File: config.mk
export PLATFORM = sky130hd
export DESIGN_NAME = wb_regfile_flat
export DESIGN_NICKNAME = d
export VERILOG_FILES = /design/src/rtl/wb_regfile_if.sv /design/src/rtl/wb_regfile.sv /design/src/flat_wrapper.sv
export SDC_FILE = /design/constraint.sdc
export NUM_CORES = 2
export LEC_CHECK = 0
export CAP_MARGIN = 20
export CELL_PAD_IN_SITES_DETAIL_PLACEMENT = 1
export CELL_PAD_IN_SITES_GLOBAL_PLACEMENT = 2
export CORE_MARGIN = 2
export CORE_UTILIZATION = 30
export DETAILED_ROUTE_END_ITERATION = 8
export GPL_TIMING_DRIVEN = 0
export PLACE_DENSITY_LB_ADDON = 0.1
export SLEW_MARGIN = 5
export SYNTH_ARGS = -nofsm -noshare
export SYNTH_HDL_FRONTEND = slang
export SYNTH_SLANG_ARGS = --single-unit
File: constraint.sdc
create_clock -name clock -period 4.78 [get_ports clock]
set_clock_uncertainty 0.2 [all_clocks]
set_input_delay 1.195 -clock clock [delete_from_list [all_inputs] [get_ports clock]]
set_output_delay 1.195 -clock clock [all_outputs]
set_load 0.05 [all_outputs]
File: src/rtl/wb_regfile_if.sv
// Bus bundle between the MEM/WB pipeline register / ID stage and the write-back register file.
// The master drives the write-back bundle and the read indices; the slave (the register file)
// returns read data, the selected write-back value and the retired-write count.
interface wb_regfile_if #(
  parameter int DATA_W = 32,
  parameter int ADDR_W = 5,
  parameter int CNT_W  = 32
);
  // MEM/WB write-back bundle
  logic              wwreg;
  logic              wm2reg;
  logic [ADDR_W-1:0] wdestReg;
  logic [DATA_W-1:0] wr;
  logic [DATA_W-1:0] wdo;

  // ID-stage operand reads and debug read
  logic [ADDR_W-1:0] rna;
  logic [ADDR_W-1:0] rnb;
  logic [ADDR_W-1:0] dbg_rn;

  // Results from the register file
  logic [DATA_W-1:0] qa;
  logic [DATA_W-1:0] qb;
  logic [DATA_W-1:0] wbData;
  logic [DATA_W-1:0] dbg_q;
  logic [CNT_W-1:0]  retire_count;

  modport master (
    output wwreg, wm2reg, wdestReg, wr, wdo, rna, rnb, dbg_rn,
    input  qa, qb, wbData, dbg_q, retire_count
  );

  modport slave (
    input  wwreg, wm2reg, wdestReg, wr, wdo, rna, rnb, dbg_rn,
    output qa, qb, wbData, dbg_q, retire_count
  );
endinterface

File: src/rtl/wb_regfile.sv
// Write-back stage register file: selects the write-back value, commits it to a 2R1W
// register file with r0 hardwired to zero, serves ID-stage reads with same-cycle
// write-through bypass, and counts retired (committed) writes.
module wb_regfile #(
  parameter int DATA_W = 32,
  parameter int ADDR_W = 5,
  parameter int CNT_W  = 32
) (
  input  logic         clock,
  input  logic         reset,
  wb_regfile_if.slave  bus
);

  localparam int DEPTH = 1 << ADDR_W;

  logic [DATA_W-1:0] regs [DEPTH];
  logic [CNT_W-1:0]  retire_cnt;
  logic [DATA_W-1:0] wb_data;
  logic              commit;
  logic [DATA_W-1:0] qa_d;
  logic [DATA_W-1:0] qb_d;
  logic [DATA_W-1:0] dbg_d;

  // Load data or ALU result; this is exactly what is committed and bypassed.
  assign wb_data = bus.wm2reg ? bus.wdo : bus.wr;

  // A write retires only outside reset and never to r0; this single term gates storage,
  // counting and bypass so all three always agree.
  assign commit = !reset && bus.wwreg && (bus.wdestReg != '0);

  // Storage update: reset clears every entry, otherwise commit the selected value.
  always_ff @(posedge clock) begin
    if (reset) begin
      // NOTE: the whole array is cleared on reset because software may read any register
      // before writing it; this forces flops rather than a RAM macro, which is intended here.
      for (int i = 0; i < DEPTH; i++) begin
        regs[i] <= '0;
      end
    end else if (commit) begin
      // NOTE: state is updated with non-blocking assignments so every always_ff sees the
      // pre-edge values and simulation matches the synthesized flops.
      regs[bus.wdestReg] <= wb_data;
    end
  end

  // Retired-write counter; wraps naturally at 2**CNT_W.
  always_ff @(posedge clock) begin
    if (reset) begin
      retire_cnt <= '0;
    end else if (commit) begin
      retire_cnt <= retire_cnt + CNT_W'(1);
    end
  end

  // Read port A: r0 reads zero, a matching commit is forwarded, otherwise storage.
  always_comb begin
    // NOTE: default assignment first so every path drives the output and no latch is inferred.
    qa_d = regs[bus.rna];
    if (bus.rna == '0) begin
      qa_d = '0;
    end else if (commit && (bus.wdestReg == bus.rna)) begin
      qa_d = wb_data;
    end
  end

  // Read port B: same rules as port A, independent index.
  always_comb begin
    qb_d = regs[bus.rnb];
    if (bus.rnb == '0) begin
      qb_d = '0;
    end else if (commit && (bus.wdestReg == bus.rnb)) begin
      qb_d = wb_data;
    end
  end

  // Debug port: raw storage with no bypass, so it lags a commit by one cycle.
  always_comb begin
    dbg_d = regs[bus.dbg_rn];
    if (bus.dbg_rn == '0) begin
      dbg_d = '0;
    end
  end

  assign bus.wbData       = wb_data;
  assign bus.qa           = qa_d;
  assign bus.qb           = qb_d;
  assign bus.dbg_q        = dbg_d;
  assign bus.retire_count = retire_cnt;

endmodule

File: src/flat_wrapper.sv
// flat-port wrapper written by rule: the top's interface ports become plain ports
module wb_regfile_flat 
#(
  parameter int DATA_W = 32,
  parameter int ADDR_W = 5,
  parameter int CNT_W  = 32
)
  (clock, reset, bus_wwreg, bus_wm2reg, bus_wdestReg, bus_wr, bus_wdo, bus_rna, bus_rnb, bus_dbg_rn, bus_qa, bus_qb, bus_wbData, bus_dbg_q, bus_retire_count);
  wb_regfile_if #(.DATA_W(DATA_W), .ADDR_W(ADDR_W), .CNT_W(CNT_W)) bus_i ();
  input  logic clock;
  input  logic reset;
  input wire logic [$bits(bus_i.wwreg)-1:0] bus_wwreg;
  input wire logic [$bits(bus_i.wm2reg)-1:0] bus_wm2reg;
  input wire logic [$bits(bus_i.wdestReg)-1:0] bus_wdestReg;
  input wire logic [$bits(bus_i.wr)-1:0] bus_wr;
  input wire logic [$bits(bus_i.wdo)-1:0] bus_wdo;
  input wire logic [$bits(bus_i.rna)-1:0] bus_rna;
  input wire logic [$bits(bus_i.rnb)-1:0] bus_rnb;
  input wire logic [$bits(bus_i.dbg_rn)-1:0] bus_dbg_rn;
  output wire logic [$bits(bus_i.qa)-1:0] bus_qa;
  output wire logic [$bits(bus_i.qb)-1:0] bus_qb;
  output wire logic [$bits(bus_i.wbData)-1:0] bus_wbData;
  output wire logic [$bits(bus_i.dbg_q)-1:0] bus_dbg_q;
  output wire logic [$bits(bus_i.retire_count)-1:0] bus_retire_count;
  assign bus_i.wwreg = bus_wwreg;
  assign bus_i.wm2reg = bus_wm2reg;
  assign bus_i.wdestReg = bus_wdestReg;
  assign bus_i.wr = bus_wr;
  assign bus_i.wdo = bus_wdo;
  assign bus_i.rna = bus_rna;
  assign bus_i.rnb = bus_rnb;
  assign bus_i.dbg_rn = bus_dbg_rn;
  assign bus_qa = bus_i.qa;
  assign bus_qb = bus_i.qb;
  assign bus_wbData = bus_i.wbData;
  assign bus_dbg_q = bus_i.dbg_q;
  assign bus_retire_count = bus_i.retire_count;
  wb_regfile #(.DATA_W(DATA_W), .ADDR_W(ADDR_W), .CNT_W(CNT_W)) u_core (.clock(clock), .reset(reset), .bus(bus_i));
endmodule
==> images/m2.png <==
Scale: 1 px per um.
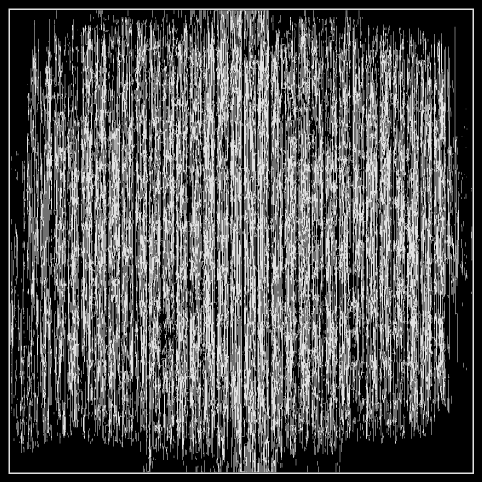
The layer carries 182 mm of wire. 5059 nets have wire on it. The layer holds 42% of the routed length. The longest straight run is 262 um. The wires run mostly vertical.
wirelength, routed: 435000 um
DR vias: 53237
met2 Use GR: 55.6%

==> images/ff_map.png <==
Scale: 1 px per um. Other cells in grey.
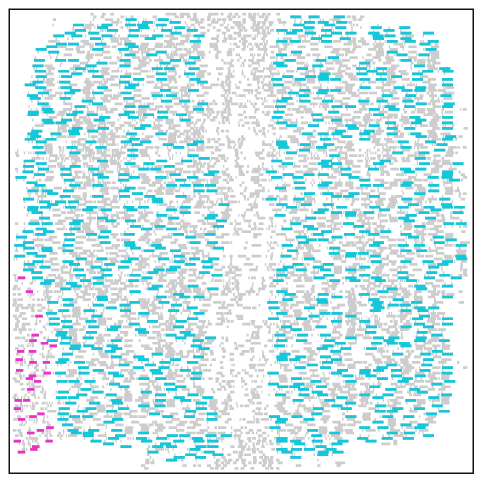
Key: cyan = u_core.regs [sequential cells 1024, where all over the die]; magenta = u_core.bus.retire_count [sequential cells 32, where south-west]

==> images/congestion_map.png <==
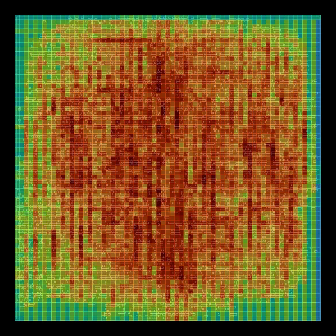
post-layout util: 42.1%
Wirelength per Cell: 52.5 um
GR peak layer: met2
GRT Util Overall: 39.4%
met3 Usage GRT: 14.3%

-- final cells by class --
class	count	area, sq um
Fill cell	20759	121000
Clock inverter	73	588
Inverter	44	191
Clock buffer	169	3700
Sequential cell	1056	31400
Timing Repair Buffer	781	9660
Tap cell	2805	3510
Multi-Input combinational cell	2875	33300
Antenna cell	17	42.5
Buffer	468	5530
-- through the flow --
step,instance area [sq um],total power (uW),util [%],std cells
after floorplan,63200,14200,-,4460
after global placement,69100,17400,33.0,7502
after detailed placement,70700,17500,33.8,7586
after CTS,85200,29200,40.7,8110
after global routing,87900,30100,42.0,8275
final,87900,29900,42.1,8288
-- cells by family (layout without fill, tap and decap cells) --
kind of cell	after synthesis	after routing	synth area share, %
AND/OR/NAND/NOR	1392	1392	8.96
buffers and inverters	529	1535	3.92
flip-flops	1056	1056	49.8
adder cells (fa/ha/maj)	1	1	0.0198
multiplexers	1090	1090	33.3
XOR/XNOR	39	39	0.542
AND-OR/OR-AND	321	321	3.51
other	1	49	0.00595
-- power by group --
| group | leakage (uW) | total [uW] | internal (uW) | switching, uW |
|---|---|---|---|---|
| Combinational | 0.0187 | 8360 | 3190 | 5170 |
| Clock | 0.00211 | 10400 | 5900 | 4520 |
| Sequential | 0.0100 | 11100 | 10700 | 420 |
-- metal layers --
metal / vias up / global-route usage [%] / wire length (um)
met5: - / 0 / 133
met4: 20 / 23.9 / 30900
met3: 866 / 14.3 / 57700
met2: 4131 / 55.6 / 182000
met1: 28911 / 51.5 / 164000
li1: 19309 / - / -
-- timing repair --
action | CTS | global route
endpoints found under the setup margin | 421 | 96
pin swaps | 127 | 142
gates cloned | 25 | 10
gates resized | 2261 | 287
buffers inserted | 264 | 172
-- state kept, by name (all words and copies together), names as in the netlist --
register	count
u_core.regs	1024
u_core.bus.retire_count	32
==> flow_summary.toml <==
# physical design summary
[outcome]
status = "finished, violations left"
failed_checks = "setup timing"

[synthesis]
seq_area_frac_synth_pct = 49.8
yosysTopAreaCell = "edfxtp_1"
top_area_share_pct = 48.8
synth.distinct_cells = 58
yosysWarnings = 0
synth_flops = 1056

[place]
gp_congestion = 1.05
dp_slack_ns = -3.86

[critical_path]
ff2ff_path_depth = 6
cp_common_cell = "buf_16"
cpLargestDelayFamily = "AND-OR/OR-AND gates"
cp_max_fo = 10

[clock_tree]
cts_root_buf = "clkbuf_16"
clockBufferDepth = 3

[die]
die_area_sq_mm = 0.214
die_x_um = 462

[sta]
grt_setup_unrepaired = "true"
setup_ws_ns = -0.650
tightestPinTransition_ns = 1.39
finalSetupViolCount = 96

[detailed_routing]
drt_iter0_drc = 9265

[final_layout]
final_common_cell = "nor2_1"

[worst_hold_path]
holdPathStages = 2
holdPathEnd = "u_core.bus.retire_count[6]"

[grt]
grt_max_degree = 33
Power and IR drop assume default switching activity.
